<file path="src/rtl/send_pkg.sv">
// Shared types and helpers for the multi-lane send stage.
package send_pkg;

  typedef enum logic [1:0] {
    IDLE,
    PULSE,
    HOLD
  } send_state_t;

  localparam logic MODE_DIRECT = 1'b0;
  localparam logic MODE_PULSE  = 1'b1;

  function automatic int unsigned popcount(input logic [63:0] v);
    int unsigned n;
    n = 0;
    for (int unsigned i = 0; i < 64; i++) begin
      n += {31'b0, v[i]};
    end
    return n;
  endfunction

endpackage

</file>
<file path="src/rtl/send_channel.sv">
// One send lane: sticky arm flag, rise detect, direct/pulse FSM and output register.
module send_channel
  import send_pkg::*;
#(
  parameter int unsigned PULSE_LEN = 4,
  parameter int unsigned HOLDOFF   = 2
) (
  input  logic clk,
  input  logic reset,
  input  logic data_top_in,
  input  logic en_in,
  input  logic dis,
  input  logic mode,
  output logic data_top_out,
  output logic armed,
  output logic busy,
  output logic launch
);

  localparam int unsigned CMAX = (PULSE_LEN > HOLDOFF) ? PULSE_LEN : HOLDOFF;
  localparam int unsigned CW   = (CMAX > 1) ? $clog2(CMAX) : 1;
  localparam logic [CW-1:0] PL_LOAD = CW'(PULSE_LEN - 1);
  localparam logic [CW-1:0] HO_LOAD = (HOLDOFF > 0) ? CW'(HOLDOFF - 1) : '0;

  send_state_t   state, state_n;
  logic [CW-1:0] cnt, cnt_n;
  logic          prev, arm_next, rise, out_n, idle_eval;

  always_comb begin
    arm_next = armed;
    if (en_in && dis)              arm_next = 1'b0;
    else if (en_in && data_top_in) arm_next = 1'b1;
  end

  assign rise = data_top_in & ~prev;
  assign busy = (state != IDLE);

  always_comb begin
    state_n   = state;
    cnt_n     = cnt;
    out_n     = 1'b0;
    launch    = 1'b0;
    idle_eval = 1'b0;
    case (state)
      IDLE: idle_eval = 1'b1;
      PULSE: begin
        if (!arm_next) begin
          state_n = IDLE;
        end else if (cnt == '0) begin
          if (HOLDOFF == 0) begin
            idle_eval = 1'b1;
          end else begin
            state_n = HOLD;
            cnt_n   = HO_LOAD;
          end
        end else begin
          cnt_n = cnt - 1'b1;
          out_n = 1'b1;
        end
      end
      HOLD: begin
        if (!arm_next)        state_n = IDLE;
        else if (cnt == '0)   idle_eval = 1'b1;
        else                  cnt_n = cnt - 1'b1;
      end
      default: state_n = IDLE;
    endcase
    // The final busy cycle already behaves as IDLE, so a retrigger sampled on
    // that edge launches back-to-back with exactly HOLDOFF dead cycles.
    if (idle_eval) begin
      state_n = IDLE;
      if (mode == MODE_PULSE) begin
        if (rise && arm_next) begin
          state_n = PULSE;
          cnt_n   = PL_LOAD;
          out_n   = 1'b1;
          launch  = 1'b1;
        end
      end else begin
        out_n = data_top_in & arm_next;
      end
    end
  end

  always_ff @(posedge clk or negedge reset) begin
    if (!reset) begin
      state        <= IDLE;
      cnt          <= '0;
      prev         <= 1'b0;
      armed        <= 1'b0;
      data_top_out <= 1'b0;
    end else begin
      state        <= state_n;
      cnt          <= cnt_n;
      prev         <= data_top_in;
      armed        <= arm_next;
      data_top_out <= out_n;
    end
  end

endmodule

</file>
<file path="src/rtl/send_n.sv">
// Multi-lane send stage: per-lane send_channel instances, bottom pass-through
// and a saturating tally of launched pulses.
module send_n
  import send_pkg::*;
#(
  parameter int unsigned CHANNELS  = 4,
  parameter int unsigned PULSE_LEN = 4,
  parameter int unsigned HOLDOFF   = 2,
  parameter int unsigned CNT_W     = 8
) (
  input  logic                clk,
  input  logic                reset,
  input  logic [CHANNELS-1:0] data_top_in,
  input  logic [CHANNELS-1:0] data_bot_in,
  input  logic [CHANNELS-1:0] en_in,
  input  logic [CHANNELS-1:0] dis,
  input  logic                mode,
  input  logic                count_clr,
  output logic [CHANNELS-1:0] data_top_out,
  output logic [CHANNELS-1:0] data_bot_out,
  output logic [CHANNELS-1:0] armed,
  output logic [CHANNELS-1:0] busy,
  output logic [CNT_W-1:0]    sent_count
);

  localparam int unsigned SW = CNT_W + 7;

  logic [CHANNELS-1:0] launch;
  logic [SW-1:0]       sum;
  logic [CNT_W-1:0]    count_n;

  assign data_bot_out = data_bot_in;

  for (genvar g = 0; g < CHANNELS; g++) begin : g_lane
    send_channel #(
      .PULSE_LEN(PULSE_LEN),
      .HOLDOFF  (HOLDOFF)
    ) u_lane (
      .clk         (clk),
      .reset       (reset),
      .data_top_in (data_top_in[g]),
      .en_in       (en_in[g]),
      .dis         (dis[g]),
      .mode        (mode),
      .data_top_out(data_top_out[g]),
      .armed       (armed[g]),
      .busy        (busy[g]),
      .launch      (launch[g])
    );
  end

  always_comb begin
    sum     = SW'(sent_count) + SW'(popcount(64'(launch)));
    count_n = (sum[SW-1:CNT_W] != '0) ? '1 : sum[CNT_W-1:0];
  end

  always_ff @(posedge clk or negedge reset) begin
    if (!reset)         sent_count <= '0;
    else if (count_clr) sent_count <= '0;
    else                sent_count <= count_n;
  end

endmodule

</file>
<file path="config.mk">
export PLATFORM = sky130hd
export DESIGN_NAME = send_n
export DESIGN_NICKNAME = d
export VERILOG_FILES = /design/src/rtl/send_pkg.sv /design/src/rtl/send_channel.sv /design/src/rtl/send_n.sv
export SDC_FILE = /design/constraint.sdc
export NUM_CORES = 1
export LEC_CHECK = 0
export CAP_MARGIN = 20
export CORE_AREA = 2 2 74 129
export DETAILED_ROUTE_END_ITERATION = 12
export DIE_AREA = 0 0 76 131
export SLEW_MARGIN = 20
export SYNTH_ARGS = -nofsm -noshare
export SYNTH_HDL_FRONTEND = slang
export SYNTH_SLANG_ARGS = --single-unit
export TNS_END_PERCENT = 50
</file>
<file path="constraint.sdc">
create_clock -name clk -period 3.49 [get_ports clk]
set_input_delay 0.8725 -clock clk [delete_from_list [all_inputs] [get_ports clk]]
set_output_delay 0.8725 -clock clk [all_outputs]
set_load 0.01 [all_outputs]
</file>
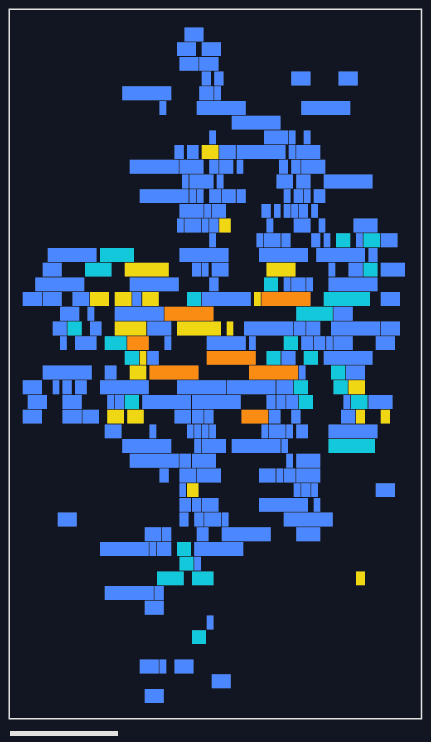
Run 1: cell sizes after repair
Bar = 20 um.
- orange: drive 6 and up (cells 7; share 2.6%; most used clkbuf_16)
- blue: drive 1 or less (cells 220; share 80%; most used dfrtp_1)
- cyan: drive 3 to 4 (cells 27; share 9.9%; most used buf_4)
- yellow: drive 2 (cells 20; share 7.3%; most used a21oi_2)

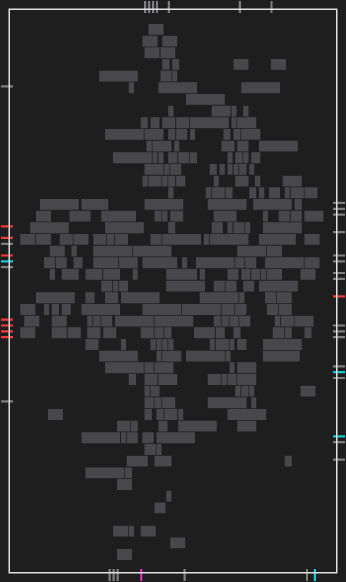
Run 1: ports around the boundary
Pins as bars across the die edge, other pins in grey.
- magenta: mode (pins 1; direction input; edge bottom)
- red: sent_count (pins 8; direction output; edge 7 left, 1 right)
- cyan: data_bot_out (pins 4; direction output; edge 2 right, 1 bottom, 1 left)

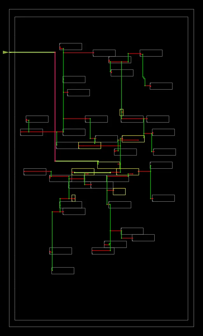
Run 1: the clock network
CTS buffer count: 5
clk_lat worst skew: 0.27 ns
TritonCTS Sinks: 36
Clk. pwr: 437 uW

==> flow_summary.yaml, run 1 <==
# synthesis and place-and-route metrics
logic_synthesis:
  ys_sh_xor_pct: 2.40
  yosysWarnings: 0
  ys_area_um2: 2190
  ys_seq_share_pct: 41.2
  adder_share_pct: 10.2
  flop_cell: "dfrtp_1"
  ys_sh_mux_pct: 0.458
  synthesis.nets: 270
  edf_count: 0
  yosysUniqueCellTypes: 51
  synthCells: 234
  synth_flops: 36
  synthArstFlopShare_pct: 100
  logic_family: "simple AND/OR/NAND/NOR gates"
finish:
  sh_seq_area_pct: 30.8
  final-nonclk-buf-share_pct: 16.5
  comb_share_pct: 39.5
  inv_count: 24
  seq_cells: 36
  lay_top_count: "dfrtp_1"
  comb_cells: 153
  regArea_um2: 901
  lay_top_cells: "dfrtp_1 (36), clkdlybuf4s50_1 (28), inv_1 (21), nand2_1 (19)"
  clock_cell_area_share_pct: 5.01
  largest_class: "combinational gates"
  num-nonclk-buffers: 53
  areaGrowthSynthToFinish_pct: 33.5
  nNetsFinal: 309
  fillers: 909
  antenna_cells: 0
run_status:
  status: "finished, final reports clean"
pwr:
  switchingPower_uw: 317
  p_sw_share_pct: 27.0
  p_comb_uw: 246
  pwr-share-clk_pct: 37.1
  seq_power_share_pct: 42.0
  ir_drop_v: 0.000298
  power_leader: "sequential cells"
  p_int_uw: 858
  power_leakage_nw: 1.31
  p_comb_share_pct: 20.9
  p_seq_uw: 493
clock_network:
  clk_pin_slew_ns: 0.05
  hold_buffers: 0
  cts_max_level: 2
  cts-root-buf: "clkbuf_16"
  cts_setup_buffers: 3
  post_cts_resized: 18
  cts_tree: "yes"
route:
  totalWireLength_um: 4950
  drtIter0Drc: 52
  drc_errors: 0
  vias: 1747
  vias_per_cell: 4.43
  drt_pass1_iterations: 4
timing:
  timing_hold_violations_final: 0
  fin_ws_ns: 0.195
  slew-limit-headroom_pct: 43.8
  drv_slew: 0
  min_period_ns: 3.30
  hold-worst-slack_ns: 0.551
  setup_viol_count_final: 0
  tightest_slew_ns: 0.843
  fmax_mhz: 303
  final.setup.tns_ns: 0
  min_period_over_period_pct: 94.4
global_routing:
  grt_max_degree: 37
  grt_pass1_wl_um: 8700
  grt_pass1_vias: 1944
  grt_overflow_total: 0
  antenna_found_initial: 0
  grt_util_all_layers_pct: 10.7
place:
  gp_congestion: 0.791
  port_buffers: 35
  place_area_um2: 2650
  dpl.hpwl_um: 3630
  place_ws_ns: -0.548
  place_inst: 383
flow_run:
  warning_count: 34
  cap_violations: 0
critical_path:
  crit_path_max_fanout: 3
  cpMaxStageDelayCell: "or3b_1"
  worstSetupStartpointType: "register"
  cp_common_cell: "inv_2"
  critPathCapture: "sent_count[2]"
  cp-startpoint: "g_lane[0].u_lane.state[0]"
  r2r_cells: 15
  rr_endpoint: "sent_count[2]"
  r2r-start: "g_lane[0].u_lane.state[0]"
  criticalPathCategory: "reg -> reg"
  slowest_delay_ns: 0.42
die:
  boundaryPins: 44
  chipArea_um2: 9960
  die_h_um: 131
  fp_util_pct: 24.5
min_path:
  hp-class: "reg -> reg"
  min_to: "g_lane[1].u_lane.cnt[1]"
  hold_depth: 2
run 1: worst max-delay path: cells and delay by family (launching register included):
kind                     cells  cell delay [ns]
XOR/XNOR                     1             0.14
AND/OR/NAND/NOR              2             0.66
flip-flops                   1             0.39
buffers and inverters        6             0.57
adder cells (fa/ha/maj)      4             1.20
AND-OR/OR-AND                2             0.21
run 1: registers in the layout (all words and copies together) (netlist names):
name                        count
g_lane.u_lane.armed             4
g_lane.u_lane.cnt               8
g_lane.u_lane.data_top_out      4
g_lane.u_lane.prev              4
g_lane.u_lane.state             8
sent_count                      8
run 1: synth_stat cells, types with 2 or more instances:
library cell / count / area share, %
clkbuf_1: 2 / 0.34
a31oi_1: 2 / 0.57
nand3_1: 4 / 0.92
buf_4: 16 / 5.5
o41ai_1: 4 / 1.6
nor3_1: 2 / 0.46
xnor2_1: 2 / 0.80
o211ai_1: 4 / 1.4
nand4_1: 2 / 0.57
nand2_1: 20 / 3.4
inv_1: 24 / 4.1
nand2b_1: 4 / 1.1
nor3b_1: 2 / 0.69
a31o_2: 2 / 0.80
buf_2: 3 / 0.69
xor2_1: 4 / 1.6
nor4_1: 4 / 1.1
and2_1: 3 / 0.86
a21oi_1: 17 / 3.9
nor2_1: 17 / 2.9
nor2b_1: 2 / 0.57
fa_1: 3 / 2.7
ha_1: 13 / 7.4
o21ai_0: 14 / 3.2
or2_2: 2 / 0.57
dfrtp_1: 36 / 41
a21o_1: 2 / 0.69
run 1: routing by layer:
metal	up-vias	share of wire [%]	GRT usage, %	routed length [um]
met5	-	0	0	0
met2	32	54	20.6	2700
met4	0	0.89	3.32	44
met1	841	41	11.7	2030
met3	2	3.5	2.20	174
li1	872	-	-	-
==> run 2, diff against run 1 <==
- GPL_ROUTABILITY_DRIVEN: unset -> 1
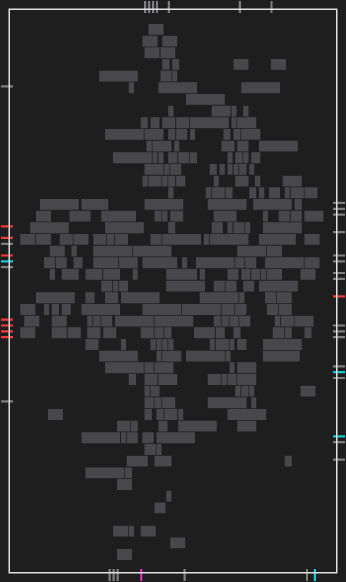
Run 2: ports around the boundary
Pins as bars across the die edge, other pins in grey.
- magenta: mode (pins 1; direction input; edge bottom)
- red: sent_count (pins 8; direction output; edge 7 left, 1 right)
- cyan: data_bot_out (pins 4; direction output; edge 2 right, 1 bottom, 1 left)
Die Wd: 76 um
# port buffers: 35
Vert. Die Dim: 131 um

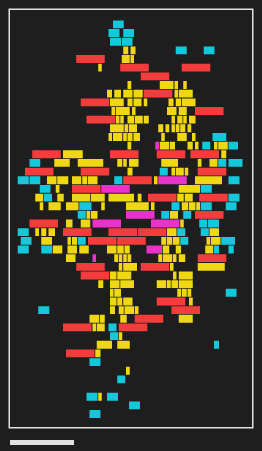
Run 2: placement by cell class
Bar = 20 um.
- red: flip-flops (cells 36; share of their area 33%)
- cyan: other buffers and delay cells (cells 53; share of their area 17%)
- magenta: clock drivers and dummy loads (cells 8; share of their area 5.3%)
- yellow: all other logic (cells 177; share of their area 45%)

==> flow_summary.yaml, run 2 <==
# synthesis and place-and-route metrics
route:
  drtIter0Drc: 52
  vias_per_cell: 4.43
  wl_met2_um: 2700
  vias: 1747
  wl_met1_um: 2030
  totalWireLength_um: 4950
  drt_pass1_iterations: 4
  wl_met3_um: 174
  top_layer: "met4"
place:
  place_area_um2: 2650
  place_ws_ns: -0.548
  place_inst: 383
  gp_congestion: 0.791
  dpl.hpwl_um: 3630
finish:
  lay_top_count: "dfrtp_1"
  nNetsFinal: 309
  fillers: 909
  lay_top_cells: "dfrtp_1 (36), clkdlybuf4s50_1 (28), inv_1 (21), nand2_1 (19)"
  areaGrowthSynthToFinish_pct: 33.5
  antenna_cells: 0
  top_regs: "g_lane.u_lane.cnt: 8 flops, g_lane.u_lane.state: 8 flops, sent_count: 8 flops"
pwr:
  pwr-share-clk_pct: 37.1
  ir_drop_v: 0.000298
  p_comb_share_pct: 20.9
  p_sw_share_pct: 27.0
  p_comb_uw: 246
  p_clk_uw: 437
  power_leader: "sequential cells"
  seq_power_share_pct: 42.0
clock_network:
  cts-root-buf: "clkbuf_16"
  clk_latency_ns: 0.27
  cts_tree: "yes"
  cts_max_level: 2
  clk_pin_slew_ns: 0.05
  hold_buffers: 0
timing:
  fin_ws_ns: 0.195
  drv_slew: 0
  min_period_over_period_pct: 94.4
  final.setup.tns_ns: 0
  tightest_slew_ns: 0.843
  min_period_ns: 3.30
  slew-limit-headroom_pct: 43.8
  fmax_mhz: 303
logic_synthesis:
  yosys-top-cells-count: "dfrtp_1 (36), inv_1 (24), nand2_1 (20)"
  yosysMostFrequentCell: "dfrtp_1"
  yosysUniqueCellTypes: 51
  flop_cell: "dfrtp_1"
  edf_count: 0
  ys_area_um2: 2190
  area_leaders: "dfrtp_1 (41%), ha_1 (7.4%), buf_4 (5.5%), inv_1 (4.1%), a21oi_1 (3.9%)"
  synthArstFlopShare_pct: 100
  synthesis.nets: 270
  synth_flops: 36
  yosys.area.top_type_share_pct: 41.2
  top_area_cell: "dfrtp_1"
  yosysWarnings: 0
  synthCells: 234
critical_path:
  r2r_cells: 15
  r2r-start: "g_lane[0].u_lane.state[0]"
  worstSetupStartpointType: "register"
  cp_common_cell: "inv_2"
  slowest_delay_ns: 0.42
  crit_path_max_fanout: 3
  cpMaxStageDelayCell: "or3b_1"
global_routing:
  busiest_layer: "met2"
  grtUsageMet2_pct: 20.6
  grt_pass1_vias: 1944
  grt_use_met1_pct: 11.7
  grt_overflow_total: 0
  grt_util_all_layers_pct: 10.7
  grt_max_degree: 37
  antenna_found_initial: 0
  grt_pass1_wl_um: 8700
flow_run:
  cap_violations: 0
  warning_count: 34
min_path:
  hold_depth: 2
  min_to: "g_lane[1].u_lane.cnt[1]"
  hp-class: "reg -> reg"
die:
  fp_util_pct: 24.5
run_status:
  status: "finished, final reports clean"
==> run 2: cell counts after synthesis <==
No cell type changed its count.
==> run 2: worst max-delay path: cells and delay by family, from the launching register on <==
family,cells,cell delay [ns]
adder cells (fa/ha/maj),4,1.20
AND/OR/NAND/NOR,2,0.66
buffers and inverters,6,0.57
flip-flops,1,0.39
AND-OR/OR-AND,2,0.21
XOR/XNOR,1,0.14
==> run 2: cell families (layout without fill, tap and decap cells) <==
group,after synthesis,after routing,synth area share (%)
simple gates,74,74,18.5
buf+inv,45,85,10.6
fa+ha+maj,16,16,10.2
flops,36,36,41.2
compound gates,56,56,16.6
mux,1,1,0.458
xor+xnor,6,6,2.40
==> run 2: how the worst max path moves through the flow <==
| stage | slack, ns | start | end |
|---|---|---|---|
| 2_1_floorplan | 0.14 | dis[2] | sent_count[6] |
| 3_3_place_gp | -0.45 | en_in[2] | sent_count[6] |
| 3_5_place_dp | -0.55 | en_in[0] | sent_count[0] |
| 4_1_cts | 0.004 | dis[2] | sent_count[5] |
| 5_1_grt | -0.005 | g_lane[0].u_lane.state[0] | sent_count[2] |
| 6_report | 0.19 | g_lane[0].u_lane.state[0] | sent_count[2] |
==> run 2: timing repair <==
item                                   CTS  global route
resized                                 18            18
setup endpoints to repair                8             8
pin swaps                                6            14
setup buffers                            3             0
endpoints found under the hold margin    0             0
==> run 2: layout make-up <==
class | count | area, um^2 | share of cell area, %
inverters | 24 | 90.1 | 3.08
multi-input cells | 153 | 1150 | 39.5
flip-flops and latches | 36 | 901 | 30.8
repair buffers | 53 | 480 | 16.5
well taps | 120 | 150 | 5.14
clock buffers | 8 | 146 | 5.01
Power is estimated from default activity; no workload was simulated.
